### src/rtl/counter_ctrl.sv
// Start/stop/pause counter with one-shot or auto-reload terminal action.
// Define COUNTER_CTRL_PRESCALE_EN to build a div-driven prescaler that gates the count tick.
module counter_ctrl #(
  parameter int WIDTH      = 4,
  parameter int PRESCALE_W = 4
) (
  input  logic                  clock,
  input  logic                  clear,
  input  logic                  start,
  input  logic                  stop,
  input  logic                  pause,
  input  logic                  mode,
  input  logic [WIDTH-1:0]      limit,
  input  logic [PRESCALE_W-1:0] div,
  output logic [WIDTH-1:0]      q,
  output logic                  busy,
  output logic                  tc,
  output logic                  done,
  output logic [1:0]            state
);

  typedef enum logic [1:0] {
    S_IDLE = 2'b00,
    S_RUN  = 2'b01,
    S_HOLD = 2'b10,
    S_DONE = 2'b11
  } state_e;

  state_e           state_q;
  logic [WIDTH-1:0] q_q;
  logic [WIDTH-1:0] limit_q;
  logic             mode_q;
  logic             tick;
  logic             term;
  logic             advance;

  assign term = (q_q == limit_q);

  // Counting happens only in RUN cycles where neither stop nor pause takes priority.
  assign advance = clear && (state_q == S_RUN) && !stop && !pause;

`ifdef COUNTER_CTRL_PRESCALE_EN
  logic [PRESCALE_W-1:0] div_q;
  logic [PRESCALE_W-1:0] pre_q;

  assign tick = (pre_q == div_q);

  always_ff @(posedge clock) begin
    if (!clear) begin
      pre_q <= '0;
      div_q <= '0;
    end else if (state_q == S_IDLE && start) begin
      pre_q <= '0;
      div_q <= div;
    end else if (advance) begin
      pre_q <= tick ? '0 : pre_q + PRESCALE_W'(1);
    end
  end
`else
  logic unused_div;

  assign unused_div = ^div;
  assign tick       = 1'b1;
`endif

  always_ff @(posedge clock) begin
    if (!clear) begin
      state_q <= S_IDLE;
      q_q     <= '0;
      limit_q <= '0;
      mode_q  <= 1'b0;
    end else begin
      case (state_q)
        S_IDLE: begin
          if (start) begin
            state_q <= S_RUN;
            q_q     <= '0;
            limit_q <= limit;
            mode_q  <= mode;
          end
        end
        S_RUN: begin
          if (stop) begin
            state_q <= S_IDLE;
          end else if (pause) begin
            state_q <= S_HOLD;
          end else if (tick) begin
            if (!term) begin
              q_q <= q_q + WIDTH'(1);
            end else if (mode_q) begin
              q_q <= '0;
            end else begin
              state_q <= S_DONE;
            end
          end
        end
        S_HOLD: begin
          if (stop) begin
            state_q <= S_IDLE;
          end else if (!pause) begin
            state_q <= S_RUN;
          end
        end
        S_DONE: begin
          state_q <= S_IDLE;
        end
        default: begin
          state_q <= S_IDLE;
        end
      endcase
    end
  end

  assign tc    = advance && tick && term;
  assign q     = q_q;
  assign state = state_q;
  assign busy  = (state_q == S_RUN) || (state_q == S_HOLD);
  assign done  = (state_q == S_DONE);

endmodule

### config.mk
export PLATFORM = sky130hd
export DESIGN_NAME = counter_ctrl
export DESIGN_NICKNAME = d
export VERILOG_FILES = /design/src/rtl/counter_ctrl.sv
export SDC_FILE = /design/constraint.sdc
export NUM_CORES = 1
export LEC_CHECK = 0
export CORE_MARGIN = 1.5
export CORE_UTILIZATION = 25
export CTS_BUF_LIST = sky130_fd_sc_hd__clkbuf_16
export CTS_CLUSTER_DIAMETER = 100
export DETAILED_ROUTE_END_ITERATION = 10
export GPL_TIMING_DRIVEN = 1
export SETUP_SLACK_MARGIN = 0.02
export SKIP_LAST_GASP = 1
export SLEW_MARGIN = 25
export SYNTH_ARGS = -nofsm -noshare
export SYNTH_HDL_FRONTEND = slang
export SYNTH_SLANG_ARGS = --single-unit
### constraint.sdc
create_clock -name clock -period 3.7 [get_ports clock]
set_input_delay 0.74 -clock clock [delete_from_list [all_inputs] [get_ports clock]]
set_output_delay 0.74 -clock clock [all_outputs]
set_load 0.01 [all_outputs]
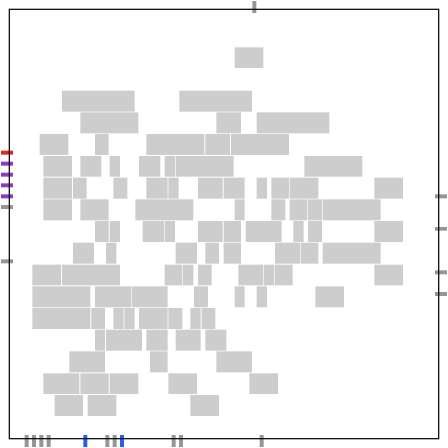
Run 1: pin map
Pins as bars across the die edge, other pins in grey.
legend:
  red:
    port: `clock`
    pins: 1
    direction: input
    edge: left
  blue:
    port: `state`
    pins: 2
    direction: output
    edge: bottom
  purple:
    port: `limit`
    pins: 4
    direction: input
    edge: left

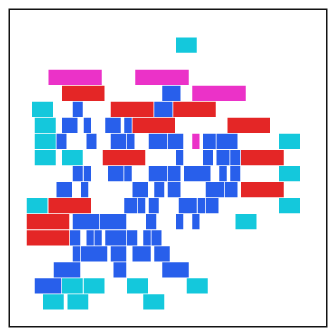
Run 1: placed cells, one colour a class
legend:
  cyan:
    class: other buffers and delay cells
    cells: 18
    share_of_their_area: 20%
  red:
    class: flip-flops
    cells: 11
    share_of_their_area: 25%
  magenta:
    class: clock drivers and dummy loads
    cells: 4
    share_of_their_area: 8.8%
  blue:
    class: all other logic
    cells: 62
    share_of_their_area: 46%

==> results.cfg, run 1 <==
; flow metrics
[worst_setup_path]
crit_path_end_kind = output port
critical_path_peak_fanout = 14
startpoint_type = input port
path_class = in -> out
worstPathRequired_ns = 2.96
cp.arrival_ns = 2.30

[final_timing]
min_period_over_period_pct = 82.1
hold_viol = 0
tightest_slew_ns = 0.443
final.setup.tns_ns = 0
setup_viol = 0
final.min_clock_period_ns = 3.04
rsz0062_at_grt = false
slew_viol_final = 0
setup_ws_ns = 0.664

[synth]
enable_flop_cells = 0
synthTopCellsByCount = dfxtp_1, nand2_1, nand3_1
yosys_area_um2 = 639
flop_cell = dfxtp_1
yosys.area.top_type = dfxtp_1
ys.flops = 11
async_flop_share_pct = 0
ys_cells = 75
synthCells = 75
syn-cell-area_um2 = 639
avgSynthCellArea_um2 = 8.52
top_area_share_pct = 34.4
synth_nets = 95
ys_types = 24

[route]
wl_um = 1320
viasPerCell = 4.61
drcViolationCount = 0
drt_first_pass_iters = 4
postRouteAntennaNets = 0
vias = 576

[grt]
grt_pass1_vias = 557
met1_usage_pct = 13.0
grt_use_met3_pct = 6.67
grt_overflow_total = 0
grt_pass1_wl_um = 2280
track_usage_pct = 11.1

[pwr]
p_leak_uw = 0.000342
power.density_nw_per_um2 = 449
power.internal_uw = 312
p_comb_share_pct = 21.9
seqPwrFrac_pct = 32.0
netSwitchingPower_uw = 104
clkPwrFrac_pct = 46.1
vdd_drop_max_uv = 368

[clocking]
cts_tree = yes
clockBufferDepth = 2
cts_sinks = 11
cts-root-buf = clkbuf_16
clk_pin_slew_ns = 0.04
cts_htree_levels = 1
cts_made_buffers = 3
insertion_delay_ns = 0.23
post_cts_buffers = 0

[placement]
dp_slack_ns = 0.646
placed_cells = 121
routabilityCongestion = 0.759
hpwlAfterDp_um = 1060

[layout]
drive_above_1_share_pct = 4.21
fillers = 270
area_delta_synth_final_pct = 45.2
finalNonFillerCells = 125

[min_path]
hp-class = reg -> reg

[floorplanning]
core_um2 = 2450
dieHeight_um = 53.6
rows = 18
initCoreUtil_pct = 26.0
die_w_um = 53.6
die-area_um2 = 2870
ios = 23

[status]
status = finished clean

[run]
warnings = 34
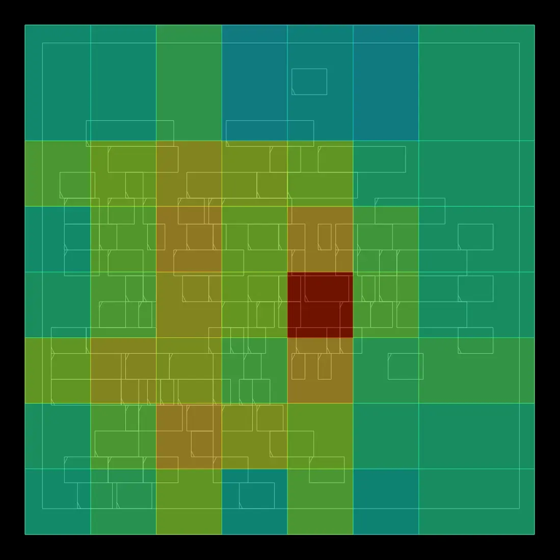
Run 1: track usage over the die
WL/cell: 10.6 um
GRT busiest layer: met2
met2 usage: 16.5%
post-layout util: 37.8%

[run 1: layout by cell type (no fill, tap or decap), types with 2 or more instances in the layout]
| master | instances |
|---|---|
| nand4_1 | 3 |
| clkbuf_16 | 3 |
| a21oi_1 | 2 |
| inv_1 | 3 |
| dfxtp_1 | 11 |
| ha_1 | 6 |
| nor2_1 | 3 |
| a31oi_1 | 3 |
| xnor2_1 | 4 |
| nand2_1 | 11 |
| nand3_1 | 7 |
| o21ai_0 | 3 |
| a21boi_0 | 6 |
| clkdlybuf4s50_1 | 18 |
| nor2b_1 | 2 |
[run 1: final cells by class]
type                       instances  area (um^2)  share of cell area (%)
clock buffer                       3         75.1                    8.09
clock inverter                     1         3.75                   0.404
inverter                           2         7.51                   0.809
multi-input combinational         60          404                    43.5
sequential                        11          220                    23.7
tap                               30         37.5                    4.04
timing repair buffer              18          180                    19.4
[run 1: sequential cells by signal, indices dropped and copies added, names as in the netlist]
name / count
limit_q: 4
mode_q: 1
q: 4
state: 2
[run 1: worst max-delay path: stages]
cell and delay (ns):
clkdlybuf4s50_1 0.74, nand2_1 0.15, nor2_1 0.12, clkdlybuf4s50_1 0.55
[run 1: through the flow]
| step | total power [uW] | area [um^2] | utilization, % |
|---|---|---|---|
| final | 416 | 928 | 37.8 |
| after global placement | 226 | 850 | 34.6 |
| after CTS | 421 | 928 | 37.8 |
| after floorplan | 191 | 639 | - |
| after detailed placement | 227 | 850 | 34.6 |
| after global routing | 440 | 928 | 37.8 |
[run 1: layer usage]
metal	share of wire [%]	up-vias
li1	-	306
met1	50	255
met2	43	15
met3	6.9	0
met4	0	0
met5	0	-
[run 1: cells by family (layout without fill, tap and decap cells)]
| logic type | count (synthesis) | in the layout | synth area share [%] |
|---|---|---|---|
| simple gates | 32 | 32 | 26.4 |
| compound gates | 17 | 17 | 18.0 |
| flops | 11 | 11 | 34.4 |
| fa+ha+maj | 6 | 6 | 11.7 |
| xor+xnor | 4 | 4 | 5.48 |
| buf+inv | 4 | 24 | 2.35 |
| mux | 1 | 1 | 1.57 |
[run 1: path summary, 6_finish.rpt]
check / start / to / slack (ns) / cells past startpoint
hold / removal: limit_q[2] / limit_q[2] / 0.48 / 2
setup reg to reg: state[1] / q[3] / 1.72 / 7
hold reg to reg: limit_q[2] / limit_q[2] / 0.48 / 2
setup / recovery: clear / tc / 0.66 / 4
[run 1: power by group through the flow]
stage / Combinational [uW] / Clock, uW / Sequential (uW)
after floorplan: 55.3 / 0 / 136
after global placement: 90.4 / 0 / 136
after detailed placement: 91.7 / 0 / 136
after CTS: 92.0 / 195 / 134
after global routing: 101 / 203 / 135
final: 91.1 / 192 / 133
## Run 2: what changed since run 1
==> constraint.sdc (replaced) <==
create_clock -name clock -period 2.5 [get_ports clock]
set_input_delay 0.5 -clock clock [delete_from_list [all_inputs] [get_ports clock]]
set_output_delay 0.5 -clock clock [all_outputs]
set_load 0.01 [all_outputs]
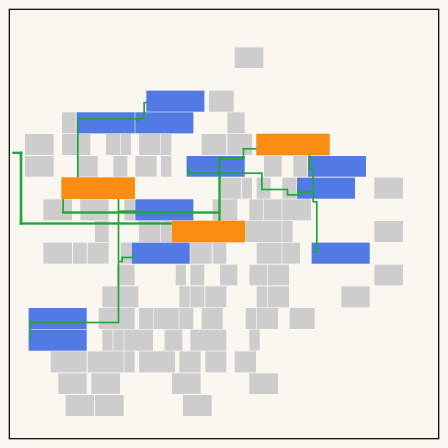
Run 2: clock network drawn from the DEF
legend:
  green:
    item: clock wires
    length: 162 um
  orange:
    item: cells driving clock nets
    count: 3
  blue:
    item: flip-flops
    count: 11
routed clock nets: 4

==> run 2 against run 1 <==
Effect of this change:
- sequential cell count unchanged
- sequential share of layout area decreased by 1.1 points
- die area unchanged
- setup slack got worse by 0.57 ns
- via count increased by 5.2%
- utilization increased by 1.9 points
- critical endpoint unchanged
- highest routed layer is now met4
==> results.cfg, run 2 <==
; flow metrics
[synth]
synthCells = 75
synth_nets = 95
yosys.area_share.simple_pct = 26.4
flop_cell = dfxtp_1
yosys.area_share.aoi_pct = 18.0
async_flop_share_pct = 0
ys_types = 24
ys.flops = 11
yosys.area.top_type = dfxtp_1
ys_cells = 75
yosys_area_um2 = 639
ys_sh_mux_pct = 1.57
synth-xor-area-share_pct = 5.48
netlist_logic_family_top = simple AND/OR/NAND/NOR gates
syn-cell-area_um2 = 639

[grt]
met1_usage_pct = 14.2
grt_pass1_vias = 553
grt-busiest-layer = met2
grt_overflow_total = 0

[final_timing]
tightest_slew_ns = 0.405
final.min_clock_period_ns = 2.40
hold_viol = 0

[placement]
routabilityCongestion = 0.808

[min_path]
min_from = limit_q[2]
holdPathStages = 2

[layout]
combGateArea_um2 = 404
final_common_cell = clkdlybuf4s50_1
fillers = 251
drive_above_1_share_pct = 10.9

[pwr]
vdd_drop_max_uv = 484
p_leak_uw = 0.000370
power.density_nw_per_um2 = 656

[clocking]
insertion_delay_ns = 0.24
cts_htree_levels = 1
cts_tree = yes
cts-root-buf = clkbuf_16
cts_sinks = 11
cts_made_buffers = 3

[floorplanning]
core_um2 = 2450
ios = 23
dieHeight_um = 53.6
die_w_um = 53.6
die-area_um2 = 2870

[worst_setup_path]
cp.arrival_ns = 1.90
path_class = in -> out
worstReg2RegStart = state[1]
crit_path_start = pause
crit_path_end_kind = output port

[route]
wl_per_cell_um = 10.5
wl_um = 1380
viasPerCell = 4.63
drt_first_pass_iters = 4
drcViolationCount = 0
postRouteAntennaNets = 0

[run]
warnings = 34

[status]
status = finished clean
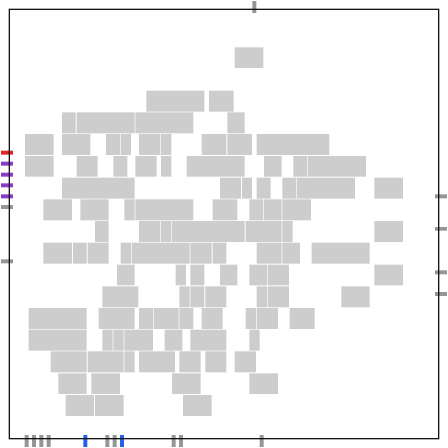
Run 2: pin map
Pins as bars across the die edge, other pins in grey.
legend:
  red:
    port: `clock`
    pins: 1
    direction: input
    edge: left
  purple:
    port: `limit`
    pins: 4
    direction: input
    edge: left
  blue:
    port: `state`
    pins: 2
    direction: output
    edge: bottom

==> run 2: cell types whose count changed in the layout (fill, tap and decap cells not counted), sizes merged <==
cell    change
clkinv      +1
inv         -1
buf         +6
==> run 2: power by group <==
group | switching [uW] | total (uW) | internal, uW | leakage [uW]
registers | 9.54 | 197 | 188 | 0.0000897
clock network | 80.2 | 292 | 212 | 0.0000409
logic | 74.8 | 151 | 75.8 | 0.000239
==> run 2: per-layer routing <==
metal / vias to the layer above / routed length [um]
met5: - / 0
met4: 0 / 32
met3: 7 / 88
met2: 16 / 587
met1: 265 / 670
li1: 318 / -
==> run 2: cell families (layout without fill, tap and decap cells) <==
kind of cell,Yosys count,after routing
AND-OR/OR-AND,17,17
AND/OR/NAND/NOR,32,32
XOR/XNOR,4,4
adder cells (fa/ha/maj),6,6
multiplexers,1,1
buffers and inverters,4,30
flip-flops,11,11
==> run 2: final timing paths <==
| path | end | slack [ns] |
|---|---|---|
| max reg2reg | q[3] | 0.64 |
| min | limit_q[2] | 0.47 |
| max | tc | 0.1 |
| min reg2reg | limit_q[2] | 0.47 |
==> run 2: what timing repair did <==
| item | 4_1_cts | 5_1_grt |
|---|---|---|
| endpoints found under the setup margin | 0 | 1 |
| hold buffers | 0 | 0 |
| endpoints found under the hold margin | 0 | 0 |
| buffers inserted | 0 | 1 |
| resized | 0 | 0 |
==> run 2: through the flow <==
stage | cells | util, % | power (uW) | setup WS [ns] | hold slack (ns)
floorplan | 75 | - | 283 | 0.736 | 0.450
global placement | 126 | 36.1 | 347 | 0.0509 | 0.470
detailed placement | 126 | 36.1 | 350 | 0.0501 | 0.473
CTS | 130 | 39.4 | 643 | 0.0504 | 0.479
global route | 131 | 39.7 | 673 | 0.0223 | 0.513
finish | 131 | 39.7 | 640 | 0.0983 | 0.473
==> run 2: cell type report <==
cell class	instances	area share (%)
Tap cell	30	3.85
Sequential cell	11	22.6
Clock buffer	3	7.70
Multi-Input combinational cell	60	41.5
Timing Repair Buffer	24	23.1
Inverter	2	0.770
Clock inverter	1	0.513
==> run 2: worst max-delay path, cell delays in order <==
cell             delay [ns]
clkdlybuf4s50_1        0.46
nor3b_2                0.23
nand2_1                0.09
nor2_1                 0.09
clkdlybuf4s50_1        0.54
No activity file was given, so power comes from the tool's default toggle rates.
